$ cat config.mk
export PLATFORM = sky130hd
export DESIGN_NAME = hw_barrier_array
export DESIGN_NICKNAME = d
export VERILOG_FILES = /design/src/rtl/hw_barrier_pkg.sv /design/src/rtl/hw_barrier_slice.sv /design/src/rtl/hw_barrier_array.sv
export SDC_FILE = /design/constraint.sdc
export NUM_CORES = 1
export LEC_CHECK = 0
export CAP_MARGIN = 15
export CELL_PAD_IN_SITES_DETAIL_PLACEMENT = 1
export CELL_PAD_IN_SITES_GLOBAL_PLACEMENT = 2
export CORE_ASPECT_RATIO = 2
export CORE_MARGIN = 2
export CORE_UTILIZATION = 42
export DETAILED_ROUTE_END_ITERATION = 7
export PLACE_DENSITY_LB_ADDON = 0.1
export RECOVER_POWER = 25
export SYNTH_ARGS = -nofsm -noshare
export SYNTH_HDL_FRONTEND = slang
export SYNTH_SLANG_ARGS = --single-unit
$ cat constraint.sdc
create_clock -name clk_i -period 28.8 [get_ports clk_i]
set_input_delay 2.88 -clock clk_i [delete_from_list [all_inputs] [get_ports clk_i]]
set_output_delay 2.88 -clock clk_i [all_outputs]
set_load 0.03 [all_outputs]
$ cat src/rtl/hw_barrier_pkg.sv
// Shared register map and config-port decode for the hardware barrier array.
package hw_barrier_pkg;

  localparam logic [1:0] REG_PART_MASK = 2'd0;
  localparam logic [1:0] REG_TGT_MASK  = 2'd1;
  localparam logic [1:0] REG_STATUS    = 2'd2;
  localparam logic [1:0] REG_GEN       = 2'd3;

  localparam int ERR_BIT      = 31;
  localparam int ADDR_IDX_LSB = 4;
  localparam int ADDR_IDX_W   = 4;
  localparam int ADDR_REG_LSB = 2;
  localparam int ADDR_REG_W   = 2;

  typedef struct packed {
    logic                  wr;
    logic                  rd;
    logic [ADDR_IDX_W-1:0] idx;
    logic [ADDR_REG_W-1:0] sel;
  } cfg_dec_t;

  // Note the inverted wen sense on this bus: 1 means read.
  function automatic cfg_dec_t cfg_decode(logic req, logic wen, logic [7:0] addr);
    cfg_dec_t d;
    d.wr  = req & ~wen;
    d.rd  = req & wen;
    d.idx = addr[ADDR_IDX_LSB +: ADDR_IDX_W];
    d.sel = addr[ADDR_REG_LSB +: ADDR_REG_W];
    return d;
  endfunction

endpackage

$ cat src/rtl/hw_barrier_slice.sv
// One barrier: participant/target masks, arrival status, generation counter,
// sticky error flag and the one-cycle completion pulse.
module hw_barrier_slice
  import hw_barrier_pkg::*;
#(
  parameter int NB_CORES = 8,
  parameter int GEN_W    = 8
) (
  input  logic                clk,
  input  logic                rst,
  input  logic [NB_CORES-1:0] arrive,
  input  logic                part_we,
  input  logic                tgt_we,
  input  logic                err_clr,
  input  logic [NB_CORES-1:0] wmask,
  output logic [NB_CORES-1:0] part_mask,
  output logic [NB_CORES-1:0] tgt_mask,
  output logic [NB_CORES-1:0] status,
  output logic [GEN_W-1:0]    gen,
  output logic                err,
  output logic [NB_CORES-1:0] event_vec,
  output logic                done
);

  logic [NB_CORES-1:0] accept, reject, merged;
  logic                complete;

  // Anything not a fresh participant is rejected; with PART_MASK=0 that is every arrival.
  assign accept   = arrive & part_mask & ~status;
  assign reject   = arrive & ~accept;
  assign merged   = status | accept;
  assign complete = (|part_mask) && (merged == part_mask) && !part_we;

  always_ff @(posedge clk or posedge rst) begin
    if (rst) begin
      part_mask <= '0;
      tgt_mask  <= '0;
      status    <= '0;
      gen       <= '0;
      err       <= 1'b0;
      event_vec <= '0;
      done      <= 1'b0;
    end else begin
      event_vec <= '0;
      done      <= 1'b0;
      // A mask rewrite aborts the generation and beats a simultaneous completion.
      if (part_we) begin
        part_mask <= wmask;
        status    <= '0;
      end else if (complete) begin
        status    <= '0;
        gen       <= gen + GEN_W'(1);
        event_vec <= tgt_mask;
        done      <= 1'b1;
      end else begin
        status    <= merged;
      end
      if (tgt_we) tgt_mask <= wmask;
      if (|reject)      err <= 1'b1;
      else if (err_clr) err <= 1'b0;
    end
  end

endmodule

$ cat src/rtl/hw_barrier_array.sv
// Array of hardware barriers: config decode, arrival fan-out per barrier
// and registered read-back mux.
module hw_barrier_array
  import hw_barrier_pkg::*;
#(
  parameter  int NB_CORES = 8,
  parameter  int NB_BARR  = 8,
  parameter  int GEN_W    = 8,
  localparam int ID_W     = (NB_BARR > 1) ? $clog2(NB_BARR) : 1
) (
  input  logic                             clk_i,
  input  logic                             rst_i,
  input  logic [NB_CORES-1:0]              arrive_valid_i,
  input  logic [NB_CORES-1:0][ID_W-1:0]    arrive_id_i,
  output logic [NB_BARR-1:0][NB_CORES-1:0] barrier_event_o,
  output logic [NB_BARR-1:0]               barrier_done_o,
  input  logic                             cfg_req_i,
  output logic                             cfg_gnt_o,
  input  logic [7:0]                       cfg_addr_i,
  input  logic                             cfg_wen_i,
  input  logic [31:0]                      cfg_wdata_i,
  output logic                             cfg_r_valid_o,
  output logic [31:0]                      cfg_r_rdata_o
);

  cfg_dec_t                        dec;
  logic [NB_BARR-1:0][NB_CORES-1:0] part_q, tgt_q, status_q;
  logic [NB_BARR-1:0][GEN_W-1:0]    gen_q;
  logic [NB_BARR-1:0]               err_q;
  logic [31:0]                      rd_mux;
  logic                             unused_cfg;

  assign dec        = cfg_decode(cfg_req_i, cfg_wen_i, cfg_addr_i);
  assign cfg_gnt_o  = cfg_req_i;
  assign unused_cfg = ^{cfg_addr_i[1:0], cfg_wdata_i};

  // Indices past NB_BARR never match a slice, so such writes fall away naturally.
  for (genvar b = 0; b < NB_BARR; b++) begin : g_barr
    logic [NB_CORES-1:0] arr;
    logic                hit;

    assign hit = dec.wr && (dec.idx == ADDR_IDX_W'(b));

    always_comb begin
      arr = '0;
      for (int c = 0; c < NB_CORES; c++)
        arr[c] = arrive_valid_i[c] && (arrive_id_i[c] == ID_W'(b));
    end

    hw_barrier_slice #(
      .NB_CORES (NB_CORES),
      .GEN_W    (GEN_W)
    ) u_slice (
      .clk       (clk_i),
      .rst       (rst_i),
      .arrive    (arr),
      .part_we   (hit && dec.sel == REG_PART_MASK),
      .tgt_we    (hit && dec.sel == REG_TGT_MASK),
      .err_clr   (hit && dec.sel == REG_GEN && cfg_wdata_i[ERR_BIT]),
      .wmask     (cfg_wdata_i[NB_CORES-1:0]),
      .part_mask (part_q[b]),
      .tgt_mask  (tgt_q[b]),
      .status    (status_q[b]),
      .gen       (gen_q[b]),
      .err       (err_q[b]),
      .event_vec (barrier_event_o[b]),
      .done      (barrier_done_o[b])
    );
  end

  always_comb begin
    rd_mux = '0;
    for (int b = 0; b < NB_BARR; b++) begin
      if (dec.idx == ADDR_IDX_W'(b)) begin
        case (dec.sel)
          REG_PART_MASK: rd_mux = 32'(part_q[b]);
          REG_TGT_MASK:  rd_mux = 32'(tgt_q[b]);
          REG_STATUS:    rd_mux = 32'(status_q[b]);
          default: begin
            rd_mux          = 32'(gen_q[b]);
            rd_mux[ERR_BIT] = err_q[b];
          end
        endcase
      end
    end
  end

  always_ff @(posedge clk_i or posedge rst_i) begin
    if (rst_i) begin
      cfg_r_valid_o <= 1'b0;
      cfg_r_rdata_o <= '0;
    end else begin
      cfg_r_valid_o <= cfg_req_i;
      cfg_r_rdata_o <= dec.rd ? rd_mux : '0;
    end
  end

endmodule

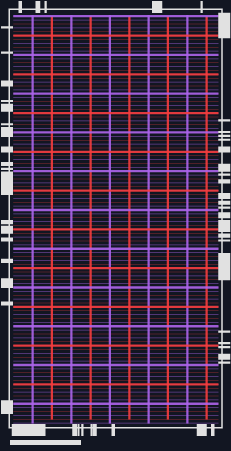
run_1/power_grid.png
Scale bar: 50 µm. Pins as bars on the die edge.
[purple] VSS
[red] VDD
met1 rails: 106
met4 straps: 10
signal pins: 182
rows: 105
met5 straps: 21
worst vdd ir: 48.59 µV
Die X: 148.3 µm
core area: 41120 µm²

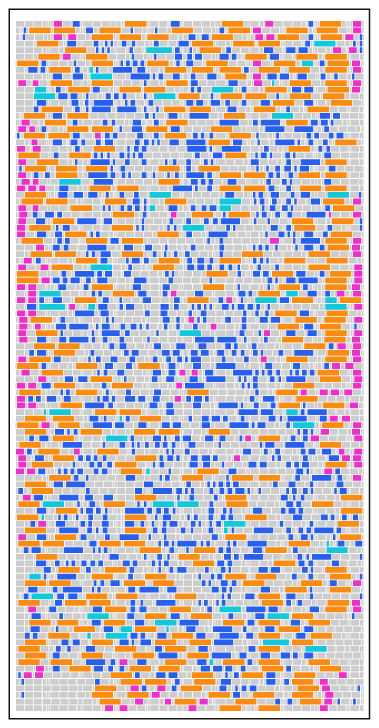
run_1/placement_by_type.png
Fill, decap, tap and diode cells in grey.
[cyan] clock drivers and dummy loads | cells: 55
[magenta] other buffers and delay cells | cells: 159
[blue] combinational and other logic | cells: 1072
[orange] flops | cells: 346
design area: 20320 µm²
Rows: 105
Seq area share: 42.61%

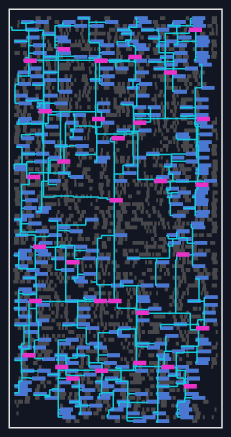
run_1/clk_routes.png
[magenta] clock drivers | count: 31
[cyan] clock wires | length: 4650 µm
[blue] flip-flops | count: 346
flops lie: all over the die
clk_skew: 14.77 ps
Clk pwr share: 31.5%
Latency at later pin: 590 ps

==> flow_summary.yaml, run 1 <==
# generated from flow reports
timing:
  period_needed_ps: 14020
  slew_headroom_pct: -464.5
  tns_ps: 0
  finalSetupViolCount: 0
  slew_violations: 276
  whs_ps: 473.7
  setup_slack_ps: 14780
  worst_slew_pin_slew_ps: 8468
  fmax_mhz: 71.32
  rsz0062_at_grt: "false"
yosys:
  synth_area_um2: 17500
  numSynthFlops: 346
  ys_cells: 1483
  edf_count: 0
  yosysWarnings: 0
  synth.logic.top_family: "simple AND/OR/NAND/NOR gates"
  synth_top_flop_cell: "dfrtp_1"
  synth.top_cells.by_count: "346 x dfrtp_1, 126 x mux2_2, 90 x nor2_1"
  syn_inst: 1483
  synthMuxAreaShare_pct: 17.84
  ys_seq_share_pct: 49.47
  yosys-top-cells-area: "dfrtp_1 49%, mux4_2 9.4%, mux2_2 8.1%"
  top_area_share_pct: 49.47
  ys_sh_aoi_pct: 7.149
  ys_sh_xor_pct: 2.802
  syn_avg_cell_area_um2: 11.80
  async_flop_share_pct: 100.0
  ys_types: 70
  largest_area_cell: "dfrtp_1"
  yosysMostFrequentCell: "dfrtp_1"
  fa_ha_area_share_pct: 0.5719
  ys_sh_simple_pct: 17.92
worst_hold_path:
  worstHoldPathCells: 1
  worstHoldPathType: "reg2reg"
  hp-start: "g_barr[2].u_slice.gen[7]"
  worstHoldEndpoint: "g_barr[2].u_slice.gen[7]"
global_route:
  grt_max_degree: 163
  grt.busiest_layer: "met2"
  grtUsageMet3_pct: 3.084
  grt_pass1_wl_um: 92140
  grt_pass1_vias: 13750
  grt_antenna_before_repair: 2
  grtUsageMet2_pct: 53.01
  grt_overflow: 0
  grt.total_usage_pct: 28.70
  grt_use_met1_pct: 33.35
clock_network:
  cts_hold_buf: 0
  cts_htree_levels: 1
  cts.sinks: 346
  clock_path_buffers: 3
  cts.clk_slew.worst_paths_ps: 70
  cts-root-buf: "clkbuf_16"
  post_cts_resized: 0
  cts_buffers: 31
setup_path:
  worst_ep_arrival_time_ps: 12590
  path_depth: 3
  rr_worst_depth: 6
  path_buffers: 3
  r2r-end: "g_barr[5].u_slice.status[4]"
  worstPathCellList: "dlygate4sd3_1 -> clkinvlp_2 -> clkbuf_1"
  worstPathMaxFanout: 162
  crit_family: "buffers and inverters"
  r2r-start: "g_barr[5].u_slice.status[2]"
  crit_path_max_incr_delay_ps: 6070
  crit_end: "g_barr[0].u_slice.part_mask[5]"
  startpoint_type: "input port"
  r2r_slack_ps: 26010
  path_class: "in2async"
  worstSetupStartpoint: "rst_i"
  critPathRequiredTime_ps: 27370
  crit_slowest_cell: "clkbuf_1"
cells_and_area:
  regArea_um2: 8658
  drive_above_1_share_pct: 18.75
  inv_count: 61
  final_core_util_pct: 49.41
  final_common_cell: "dfrtp_1"
  combAreaFraction_pct: 40.36
  num_antenna_cells: 0
  numSequentialCells: 346
  buffer_area_share_pct: 7.488
  final_cell_mix: "346 x dfrtp_1, 126 x mux2_2, 120 x clkdlybuf4s50_1"
  fillers: 4342
  n_all_buffers: 159
  final_cells: 2167
  clk_share_pct: 5.117
  comb_area_um2: 8200
  biggestCellCategory: "sequential cells"
  logic_gates: 1011
  clockBufferCount: 45
  area_delta_synth_final_pct: 16.10
pwr:
  total_power_mw: 1.381
  power_leader: "sequential cells"
  switching_power_uw: 454.1
  power_density_nw_per_um2: 67.97
  p_comb_share_pct: 22.9
  p_sw_share_pct: 32.88
  comb-power_uw: 317
  internal-power_uw: 927.1
  pg_seq_uw: 629
  pg_clk_uw: 436
outcome:
  violations: "max-capacitance violations, max-slew violations"
  status: "finished, violations left"
placed_design:
  dp_cells: 2111
  dpl_worst_slack_ps: 21660
  hpwl_um: 45190
  postPlaceCellArea_um2: 19290
  place_congestion: 0.8889
die:
  initCoreUtil_pct: 42.56
  boundaryPins: 182
  die-area_um2: 43420
  taps: 535
route:
  routedWlPerCell_um: 28.29
  ant_nets: 0
  vias_per_cell: 5.957
  vias: 12910
  wirelength_um: 61300
  met1Wirelength_um: 22740
  drc: 0
  met2_length_um: 33130
  highest_layer: "met5"
  first_pass_iters: 5
  first_iter_violations: 603
  met3RoutedLength_um: 2483
flow_run:
  warnings: 55
  max_cap_violations: 2
==> run 1 -> run 2 <==
- CORE_UTILIZATION: 42 -> 35
- clock period: 28.8 -> 11.6 ns (I/O delays scaled with it)
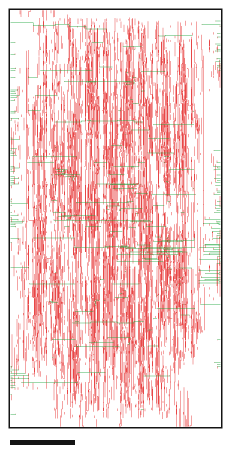
run_2/wires.png
Scale bar: 50 µm. Only two layers are drawn.
[red] metal 2 | wire length: 34.2 mm
[green] metal 3 | wire length: 2490 µm
GRT Resource Usage Total: 24.99%
drt total wl: 63680 µm

==> run 2 against run 1 <==
  * Combinational power increased by 150%
  * Critical path type is now in2reg
  * Largest power group unchanged
  * The flow still finishes with violations (max-capacitance violations, max-slew violations)
  * Final cell count increased by 5.7%
  * Worst hold slack improved by 1.6 ps
  * Core utilization decreased by 7.9 points
  * Critical endpoint is now g_barr[2].u_slice.status[3]
==> flow_summary.yaml, run 2 <==
# generated from flow reports
cells_and_area:
  fillers: 5290
  numSequentialCells: 346
  final_cells: 2291
  biggestCellCategory: "sequential cells"
  logic_gates: 1011
  combAreaFraction_pct: 39.63
  final_common_cell: "dfrtp_1"
  inv_count: 61
  regArea_um2: 8658
  clockBufferCount: 44
  n_all_buffers: 160
  sh_seq_area_pct: 41.89
  final_core_util_pct: 41.52
yosys:
  synth.top_cells.by_count: "346 x dfrtp_1, 126 x mux2_2, 90 x nor2_1"
  edf_count: 0
  largest_area_cell: "dfrtp_1"
  syn_inst: 1483
  yosys-top-cells-area: "dfrtp_1 49%, mux4_2 9.4%, mux2_2 8.1%"
  ys_cells: 1483
  ys_seq_share_pct: 49.47
  ys_sh_xor_pct: 2.802
setup_path:
  path_depth: 9
  crit_slowest_cell: "clkbuf_1"
  worstPathMaxFanout: 40
  critPathRequiredTime_ps: 12030
  rr_worst_depth: 6
  startpoint_type: "input port"
  r2r-start: "g_barr[5].u_slice.status[2]"
  r2r-end: "g_barr[5].u_slice.status[5]"
  crit_end: "g_barr[2].u_slice.status[3]"
  crit_family: "buffers and inverters"
  crit_path_max_incr_delay_ps: 2180
  r2r_slack_ps: 8860
  path_buffers: 3
  worstSetupStartpoint: "cfg_addr_i[2]"
outcome:
  status: "finished, violations left"
  violations: "max-capacitance violations, max-slew violations"
timing:
  slew_headroom_pct: -313.3
  final.setup_skew_ps: 25.43
  finalSetupViolCount: 0
  tns_ps: 0
  fmax_mhz: 146.9
  rsz0062_at_grt: "false"
  slew_violations: 203
route:
  met1Wirelength_um: 24020
  drc: 0
  ant_nets: 0
  vias: 12830
  met2_length_um: 34250
  met3RoutedLength_um: 2490
clock_network:
  post_cts_resized: 0
  cts.sinks: 346
  worstSkewPairLatency_ps: 570
  clock_path_buffers: 3
  cts-root-buf: "clkbuf_16"
  cts_htree_levels: 2
global_route:
  grt_overflow: 0
  grt.busiest_layer: "met2"
  grt_antenna_before_repair: 1
  grtUsageMet2_pct: 46.45
worst_hold_path:
  worstHoldEndpoint: "g_barr[2].u_slice.gen[7]"
  worstHoldPathType: "reg2reg"
  hp-start: "g_barr[2].u_slice.gen[7]"
  worstHoldPathCells: 1
pwr:
  power_leader: "sequential cells"
  pg_clk_mw: 1.26
  internal-power_mw: 2.421
  power_density_nw_per_um2: 174.2
  p_sw_share_pct: 32.76
  peakVddDrop_uv: 105.6
die:
  die-area_um2: 51920
  core_area_um2: 49780
placed_design:
  hpwl_um: 46850
  postPlaceCellArea_um2: 19430
flow_run:
  max_cap_violations: 3
Power is estimated from default activity; no workload was simulated.
